===== src/rtl/cfu_cmd_issuer.sv =====
// CFU command issuer: queues operand requests, drives them one at a time onto the
// Cfu cmd channel and collects each rsp (or a timeout marker) into a result FIFO.
module cfu_cmd_issuer #(
  parameter int unsigned DEPTH   = 4,
  parameter logic [15:0] TIMEOUT = 16'd1024
) (
  input  logic        clk,
  input  logic        reset,
  input  logic        req_valid,
  output logic        req_ready,
  input  logic [9:0]  req_function_id,
  input  logic [31:0] req_inputs_0,
  input  logic [31:0] req_inputs_1,
  output logic        cmd_valid,
  input  logic        cmd_ready,
  output logic [9:0]  cmd_payload_function_id,
  output logic [31:0] cmd_payload_inputs_0,
  output logic [31:0] cmd_payload_inputs_1,
  input  logic        rsp_valid,
  output logic        rsp_ready,
  input  logic [31:0] rsp_payload_outputs_0,
  output logic        res_valid,
  input  logic        res_ready,
  output logic [31:0] res_data,
  output logic [9:0]  res_function_id,
  output logic        res_timeout,
  output logic        err_timeout,
  output logic        err_stale,
  output logic        busy
);

  localparam int unsigned PW    = $clog2(DEPTH);
  localparam int unsigned CW    = PW + 1;
  localparam int unsigned REQ_W = 74;
  localparam int unsigned RES_W = 43;

  typedef enum logic [1:0] {S_IDLE, S_ISSUE, S_WAIT_RSP} state_t;

  state_t           state;
  logic [15:0]      to_cnt;

  logic [REQ_W-1:0] req_mem [DEPTH];
  logic [PW-1:0]    req_wr_ptr;
  logic [PW-1:0]    req_rd_ptr;
  logic [CW-1:0]    req_cnt;

  logic [RES_W-1:0] res_mem [DEPTH];
  logic [PW-1:0]    res_wr_ptr;
  logic [PW-1:0]    res_rd_ptr;
  logic [CW-1:0]    res_cnt;

  logic             req_push;
  logic             issue;
  logic             rsp_hit;
  logic             to_hit;
  logic             res_push;
  logic             res_pop;
  logic [REQ_W-1:0] req_head;
  logic [RES_W-1:0] res_entry;

  assign req_ready = req_cnt < CW'(DEPTH);
  assign req_push  = req_valid && req_ready;
  assign req_head  = req_mem[req_rd_ptr];

  // Issue only when the result FIFO can absorb the eventual response.
  assign issue     = (state == S_IDLE) && (req_cnt != '0) && (res_cnt < CW'(DEPTH));
  assign rsp_hit   = (state == S_WAIT_RSP) && rsp_valid;
  assign to_hit    = (state == S_WAIT_RSP) && !rsp_valid && (TIMEOUT != 16'd0) &&
                     (to_cnt == TIMEOUT - 16'd1);
  assign res_push  = rsp_hit || to_hit;
  assign res_entry = rsp_hit ? {1'b0, cmd_payload_function_id, rsp_payload_outputs_0}
                             : {1'b1, cmd_payload_function_id, 32'd0};

  assign res_valid = res_cnt != '0;
  assign res_pop   = res_valid && res_ready;
  assign {res_timeout, res_function_id, res_data} = res_mem[res_rd_ptr];

  // Responses are always accepted so a late rsp can never wedge the Cfu.
  assign rsp_ready = 1'b1;
  assign busy      = (state != S_IDLE) || (req_cnt != '0);

  always_ff @(posedge clk) begin
    if (req_push) req_mem[req_wr_ptr] <= {req_function_id, req_inputs_0, req_inputs_1};
    if (res_push) res_mem[res_wr_ptr] <= res_entry;
  end

  // FIFO pointers and occupancy.
  always_ff @(posedge clk or posedge reset) begin
    if (reset) begin
      req_wr_ptr <= '0;
      req_rd_ptr <= '0;
      req_cnt    <= '0;
      res_wr_ptr <= '0;
      res_rd_ptr <= '0;
      res_cnt    <= '0;
    end else begin
      if (req_push) req_wr_ptr <= req_wr_ptr + PW'(1);
      if (issue)    req_rd_ptr <= req_rd_ptr + PW'(1);
      if (req_push && !issue)      req_cnt <= req_cnt + CW'(1);
      else if (!req_push && issue) req_cnt <= req_cnt - CW'(1);

      if (res_push) res_wr_ptr <= res_wr_ptr + PW'(1);
      if (res_pop)  res_rd_ptr <= res_rd_ptr + PW'(1);
      if (res_push && !res_pop)      res_cnt <= res_cnt + CW'(1);
      else if (!res_push && res_pop) res_cnt <= res_cnt - CW'(1);
    end
  end

  // Command sequencing, timeout counting and sticky error flags.
  always_ff @(posedge clk or posedge reset) begin
    if (reset) begin
      state                   <= S_IDLE;
      cmd_valid               <= 1'b0;
      cmd_payload_function_id <= '0;
      cmd_payload_inputs_0    <= '0;
      cmd_payload_inputs_1    <= '0;
      to_cnt                  <= '0;
      err_timeout             <= 1'b0;
      err_stale               <= 1'b0;
    end else begin
      if (rsp_valid && (state != S_WAIT_RSP)) err_stale <= 1'b1;
      case (state)
        S_IDLE: begin
          if (issue) begin
            {cmd_payload_function_id, cmd_payload_inputs_0, cmd_payload_inputs_1} <= req_head;
            cmd_valid <= 1'b1;
            state     <= S_ISSUE;
          end
        end
        S_ISSUE: begin
          if (cmd_ready) begin
            cmd_valid <= 1'b0;
            to_cnt    <= '0;
            state     <= S_WAIT_RSP;
          end
        end
        S_WAIT_RSP: begin
          if (rsp_valid) begin
            state <= S_IDLE;
          end else if (to_hit) begin
            err_timeout <= 1'b1;
            state       <= S_IDLE;
          end else begin
            to_cnt <= to_cnt + 16'd1;
          end
        end
        default: state <= S_IDLE;
      endcase
    end
  end

endmodule


===== config.mk =====
export PLATFORM = sky130hd
export DESIGN_NAME = cfu_cmd_issuer
export DESIGN_NICKNAME = d
export VERILOG_FILES = /design/src/rtl/cfu_cmd_issuer.sv
export SDC_FILE = /design/constraint.sdc
export NUM_CORES = 1
export LEC_CHECK = 0
export ABC_AREA = 0
export CAP_MARGIN = 25
export CORE_MARGIN = 10
export CORE_UTILIZATION = 55
export DETAILED_ROUTE_END_ITERATION = 8
export PLACE_DENSITY = 0.8
export SLEW_MARGIN = 30
export SYNTH_ARGS = -nofsm -noshare
export SYNTH_HDL_FRONTEND = slang
export SYNTH_SLANG_ARGS = --single-unit

===== constraint.sdc =====
create_clock -name clk -period 7.2 [get_ports clk]
set_clock_uncertainty 0.15 [all_clocks]
set_input_delay 1.44 -clock clk [delete_from_list [all_inputs] [get_ports clk]]
set_output_delay 1.44 -clock clk [all_outputs]
set_load 0.02 [all_outputs]

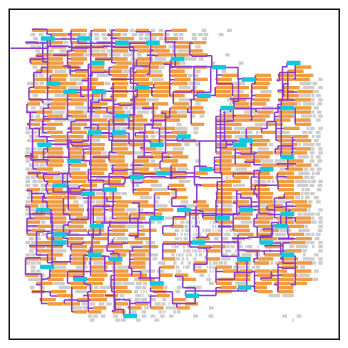
Figure 1: routed clock nets over the placement.
Scale: 1.5 px per um.
clock wires -> purple  # length 6010 um
cells driving clock nets -> cyan  # count 55
flip-flops -> orange  # count 577
routed clock nets = 56

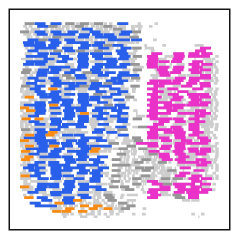
Figure 2: sequential cells colored by netlist name.
Scale: 1 px per um. Other sequential cells in the stronger gray, the rest of the logic in the fainter gray.
`cmd_payload_inputs_0` -> orange  # flops 32
`res_mem` -> magenta  # flops 172
`req_mem` -> blue  # flops 296
not colored = 77

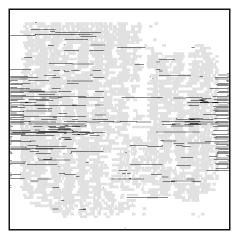
Figure 3: M3 wires.
Scale: 1 px per um.
nets with wire on the layer = 223
wire length on this layer = 4000 um
main direction = horizontal

==> results.toml <==
# synthesis and place-and-route metrics
[run_status]
outcome = "finished, final reports clean"

[die]
core.rowCount = 72
core_util_floorplan = 0.560
die_height_um = 219
io-pin-count = 236

[sta]
max_slew_margin = 0.369
timing.fmax_mhz = 234
setup_violations = 0
worst-slew-pin-transition_ns = 0.947
fin_setup_tns_ns = 0

[yosys]
synth.largest_area_cell = "edfxtp_1"
common_cells = "edfxtp_1 (468), mux4_2 (117), dfrtp_1 (109)"
mux_share = 0.166
area_leaders = "edfxtp_1 (65%), dfrtp_1 (13%), mux4_2 (12%)"
flop_cell = "edfxtp_1"
ys_chip_area_um2 = 21800
topCombFamilyByArea = "multiplexers"
ys_ff = 577
async_flop_share = 0.189
synth-compound-area-share = 0.00638
xor_area_frac = 0.00483

[worst_setup_path]
cp_cell_sequence = "buf_16 > mux4_2 > clkdlybuf4s50_1"
crit_end = "res_function_id[5]"
slowest_delay_ns = 0.60
cp_slowest_cell = "dfrtp_4"
regToRegStartpoint = "to_cnt[0]"
cp.required_ns = 5.61

[detailed_routing]
vias_per_cell = 5.78
dr.pass1.iters = 5
wl_met3_mm = 4.00
drc_errors = 0

[clock_tree]
numCtsBuffers = 55
postCtsHoldBufs = 0
cts-htree-levels = 2

[hold_path]
hp-class = "register to register"
holdPathEnd = "err_timeout"

[grt]
antenna_found_initial = 10
grt_max_degree = 60

[cells_and_area]
final.clkbuf_count = 76
fillers = 2415
nets = 1373

[pwr]
internal_power_mw = 7.65
p_clk_mw = 2.77
maxPowerGroup = "registers"
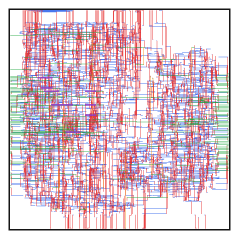
Figure 4: signal wires by layer.
Scale: 1 px per um.
met2 -> red  # wire length 21.5 mm
met1 -> blue  # wire length 18500 um
met4 -> orange  # wire length 815 um
met3 -> green  # wire length 4000 um
met5 -> purple  # wire length 98.4 um

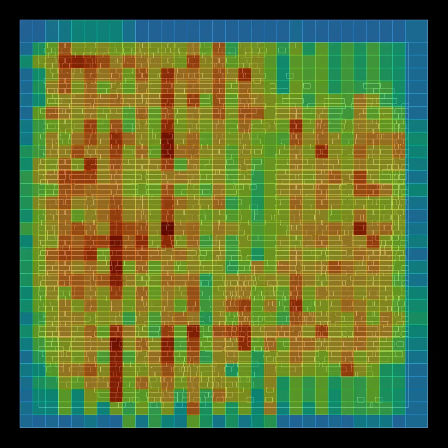
Figure 5: routing congestion map.
All-Layer GR Usage: 0.188
final core utilization: 0.679
DR WL/cell: 24.8 um

metrics by stage:
step | setup slack (ns) | hold slack (ns) | area, um^2 | utilization
6_report | 2.93 | 0.306 | 26400 | 0.679
5_1_grt | 2.82 | 0.340 | 26400 | 0.679
4_1_cts | 2.68 | 0.311 | 26300 | 0.677
3_5_place_dp | 3.05 | 0.297 | 24600 | 0.632
3_3_place_gp | 3.08 | 0.299 | 24600 | 0.631
2_1_floorplan | 2.74 | 0.290 | 21800 | -
sequential cells by signal, summed over array words and instances, names as in the netlist, 2 cells and up:
signal and flops:
req_rd_ptr 2, state 2, res_mem 172, to_cnt 16, cmd_payload_inputs_1 32, res_rd_ptr 2, res_wr_ptr 2, cmd_payload_inputs_0 32
req_wr_ptr 2, cmd_payload_function_id 10, res_cnt 3, req_mem 296, req_cnt 3
